$ cat src/rtl/rr_onehot_mux.sv
// ============================================================================
// rr_onehot_mux
// ----------------------------------------------------------------------------
// Registered N-channel multiplexer with a built-in round-robin arbiter and an
// optional packet-lock mode. The arbiter picks one requesting channel per
// cycle. The selected beat is captured in a single output register before it
// leaves the block.
//
// Parameters
//   SEL_WIDTH  number of input channels (>= 1)
//   WIDTH      data width per channel
//   PKT_MODE   1: hold the grant from a packet's first beat through its
//                 i_last beat; 0: arbitrate on every beat
//
// Ports
//   clk       rising-edge clock
//   reset_n   synchronous, active-low reset
//   i         channel k data at [k*WIDTH +: WIDTH]
//   i_valid   per-channel beat valid
//   i_last    per-channel last-beat flag (qualified by i_valid)
//   i_ready   per-channel accept, combinational, at most one bit high
//   o         registered output data
//   o_valid   output register holds a beat
//   o_last    registered i_last of the accepted beat
//   o_sel     one-hot channel that sourced the current output beat
//   o_ready   downstream accept
//   o_locked  packet lock active (always 0 when PKT_MODE=0)
//
// Handshake: a beat moves across an interface on a rising edge where both
// valid and ready are high. A producer that raises valid keeps data and last
// stable until it sees ready. Ready may depend combinationally on valid and on
// the downstream ready (o_ready -> i_ready, no skid buffer), never the
// reverse.
// ============================================================================
module rr_onehot_mux #(
    parameter int SEL_WIDTH = 2,
    parameter int WIDTH     = 1,
    parameter int PKT_MODE  = 0
) (
    input  logic                       clk,
    input  logic                       reset_n,
    input  logic [SEL_WIDTH*WIDTH-1:0] i,
    input  logic [SEL_WIDTH-1:0]       i_valid,
    input  logic [SEL_WIDTH-1:0]       i_last,
    output logic [SEL_WIDTH-1:0]       i_ready,
    output logic [WIDTH-1:0]           o,
    output logic                       o_valid,
    output logic                       o_last,
    output logic [SEL_WIDTH-1:0]       o_sel,
    input  logic                       o_ready,
    output logic                       o_locked
);

    // Rotate a one-hot vector left by one position, wrapping the top bit to 0.
    // For SEL_WIDTH=1 this is the identity.
    function automatic logic [SEL_WIDTH-1:0] rotl1(input logic [SEL_WIDTH-1:0] v);
        logic [SEL_WIDTH-1:0] r;
        r = '0;
        for (int k = 0; k < SEL_WIDTH; k++) begin
            r[(k + 1) % SEL_WIDTH] = v[k];
        end
        return r;
    endfunction

    // ------------------------------------------------------------------
    // State
    // ------------------------------------------------------------------
    logic [WIDTH-1:0]     o_q,      o_d;
    logic                 valid_q,  valid_d;
    logic                 last_q,   last_d;
    logic [SEL_WIDTH-1:0] sel_q,    sel_d;
    logic [SEL_WIDTH-1:0] ptr_q,    ptr_d;
    logic                 lock_q,   lock_d;
    logic [SEL_WIDTH-1:0] owner_q,  owner_d;

    // ------------------------------------------------------------------
    // Arbitration
    // ------------------------------------------------------------------
    logic                 ld;
    logic [SEL_WIDTH-1:0] rr_grant;
    logic                 rr_found;
    logic [SEL_WIDTH-1:0] grant;
    logic                 xfer;
    logic [WIDTH-1:0]     sel_data;
    logic                 sel_last;

    // The output register can take a new beat when it is empty or being drained.
    assign ld = ~valid_q | o_ready;

    // Circular first-valid search starting at the pointer position. The outer
    // loop picks the single start index marked by the one-hot pointer.
    always_comb begin
        rr_grant = '0;
        rr_found = 1'b0;
        for (int s = 0; s < SEL_WIDTH; s++) begin
            if (ptr_q[s]) begin
                for (int off = 0; off < SEL_WIDTH; off++) begin
                    if (!rr_found && i_valid[(s + off) % SEL_WIDTH]) begin
                        rr_grant[(s + off) % SEL_WIDTH] = 1'b1;
                        rr_found = 1'b1;
                    end
                end
            end
        end
    end

    // While locked, only the owner may be granted; if it is idle the cycle
    // becomes a bubble rather than letting another channel slip in.
    always_comb begin
        if (PKT_MODE != 0 && lock_q) begin
            grant = owner_q & i_valid;
        end else begin
            grant = rr_grant;
        end
    end

    assign i_ready = reset_n ? (grant & {SEL_WIDTH{ld}}) : '0;
    // grant only ever marks a valid channel, so any ready bit is a transfer.
    assign xfer    = |i_ready;

    // One-hot AND-OR data/last select.
    always_comb begin
        sel_data = '0;
        sel_last = 1'b0;
        for (int k = 0; k < SEL_WIDTH; k++) begin
            if (grant[k]) begin
                sel_data = sel_data | i[k*WIDTH +: WIDTH];
                sel_last = sel_last | i_last[k];
            end
        end
    end

    // ------------------------------------------------------------------
    // Next state
    // ------------------------------------------------------------------
    always_comb begin
        o_d     = o_q;
        valid_d = valid_q;
        last_d  = last_q;
        sel_d   = sel_q;
        ptr_d   = ptr_q;
        lock_d  = lock_q;
        owner_d = owner_q;

        if (ld) begin
            if (xfer) begin
                o_d     = sel_data;
                last_d  = sel_last;
                sel_d   = grant;
                valid_d = 1'b1;
            end else begin
                // Drained with nothing to replace it: data/last/sel keep
                // their last values, only the valid flag drops.
                valid_d = 1'b0;
            end
        end

        if (xfer) begin
            if (PKT_MODE == 0) begin
                ptr_d = rotl1(grant);
            end else if (sel_last) begin
                // Packet done: release the lock and move priority past it.
                ptr_d  = rotl1(grant);
                lock_d = 1'b0;
            end else begin
                // Mid-packet: pin the grant to this channel. The pointer stays
                // put so priority advances only once the packet ends.
                lock_d  = 1'b1;
                owner_d = grant;
            end
        end
    end

    // ------------------------------------------------------------------
    // Registers
    // ------------------------------------------------------------------
    always_ff @(posedge clk) begin
        if (!reset_n) begin
            o_q     <= '0;
            valid_q <= 1'b0;
            last_q  <= 1'b0;
            sel_q   <= '0;
            ptr_q   <= {{(SEL_WIDTH-1){1'b0}}, 1'b1};
            lock_q  <= 1'b0;
            owner_q <= '0;
        end else begin
            o_q     <= o_d;
            valid_q <= valid_d;
            last_q  <= last_d;
            sel_q   <= sel_d;
            ptr_q   <= ptr_d;
            lock_q  <= lock_d;
            owner_q <= owner_d;
        end
    end

    assign o        = o_q;
    assign o_valid  = valid_q;
    assign o_last   = last_q;
    assign o_sel    = sel_q;
    assign o_locked = (PKT_MODE != 0) ? lock_q : 1'b0;

endmodule

$ cat config.mk
export PLATFORM = sky130hd
export DESIGN_NAME = rr_onehot_mux
export DESIGN_NICKNAME = d
export VERILOG_FILES = /design/src/rtl/rr_onehot_mux.sv
export SDC_FILE = /design/constraint.sdc
export NUM_CORES = 1
export LEC_CHECK = 0
export CELL_PAD_IN_SITES_DETAIL_PLACEMENT = 0
export CELL_PAD_IN_SITES_GLOBAL_PLACEMENT = 1
export CORE_MARGIN = 3
export CORE_UTILIZATION = 28
export CTS_CLUSTER_DIAMETER = 80
export DETAILED_ROUTE_END_ITERATION = 7
export PLACE_DENSITY_LB_ADDON = 0.1
export SLEW_MARGIN = 15
export SYNTH_ARGS = -nofsm -noshare
export SYNTH_HDL_FRONTEND = slang
export SYNTH_SLANG_ARGS = --single-unit
$ cat constraint.sdc
create_clock -name clk -period 1.4 [get_ports clk]
set_input_delay 0.28 -clock clk [delete_from_list [all_inputs] [get_ports clk]]
set_output_delay 0.28 -clock clk [all_outputs]
set_load 0.005 [all_outputs]
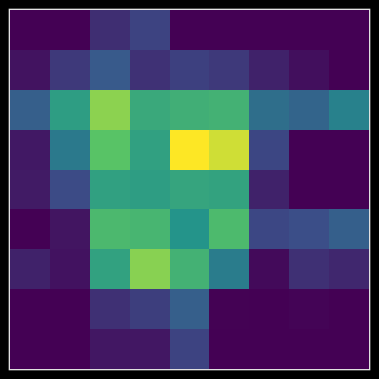
*Routed metal per tile*
(8 px per µm) 9 x 9 tiles, from dark purple (low) to yellow (high), scaled to the fullest tile. Values are wire area over tile area, all layers added.
The densest ninth of the die: centre. The mean over all tiles is 0.096. The emptiest ninth of the die: south-east. 31% of the tiles are nearly empty. 25% of the tiles are over half the peak.
Routed WL: 1237 µm
post-DR wirelength/cell: 13.59 µm

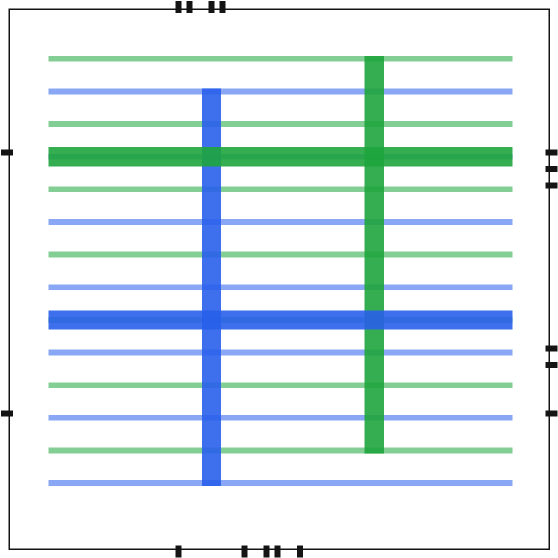
*Supply network*
(12 px per µm) Pins as bars on the die edge.
Key: VDD = green; VSS = blue
2 straps on met4. 2 straps on met5. 17 signal pins sit on the boundary.
Die Y: 44.87 µm
Max IR drop VDD: 0.7147 mV
die extent in x: 44.87 µm

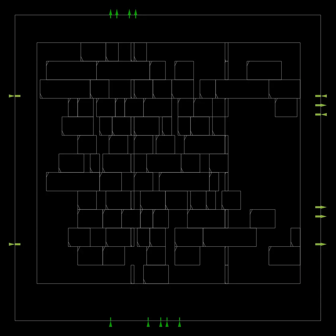
*Cell placement*
Post-Route Utilization: 0.5266
flop share of the area: 0.2017

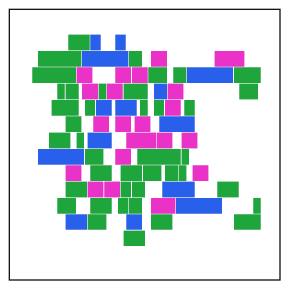
*Cell sizes after repair*
(6 px per µm)
Key: _3 and _4 cells = magenta [cells 21]; _0 and _1 cells = green [cells 41]; _2 cells = blue [cells 14]
Finished Cell Area: 719.4 µm²
synthesis-to-layout area growth: 70.12%
bufs w/o clock: 30

==> flow_summary_export.csv <==
group,metric,value,unit
critical_path,path_class,"flop to output port",
run_status,status,"finished clean",
timing,hold_viol,0,
pwr,power_sequential,0.000234,W
pwr,p_seq_frac,0.394,
min_path,hp-start,"o_sel[0]$_SDFFE_PN0P_",
timing,fmax,734.6,MHz
logic_synthesis,synth_flops,7,
floorplanning,taps,15,
logic_synthesis,synth_top_area_share,0.3314,
global_routing,grt-ovfl-total,0,
logic_synthesis,fp_nets,56,
critical_path,crit_path_max_fanout,4,
routing,met1Wirelength,512,µm
routing,met3_length,70,µm
logic_synthesis,aoi_share,0.3166,
critical_path,end_kind,"output port",
pwr,p_int,0.0004394,W
logic_synthesis,ys_area,422.9,µm²
pwr,maxPowerGroup,"registers",
cells_and_area,nNonClkInverters,2,
pwr,netSwitchingPower,0.0001560,W
timing,setup_violations,0,
floorplanning,rows,13,
logic_synthesis,synth_area_leader_cell,"dfxtp_1",
No activity file was given, so power comes from the tool's default toggle rates.
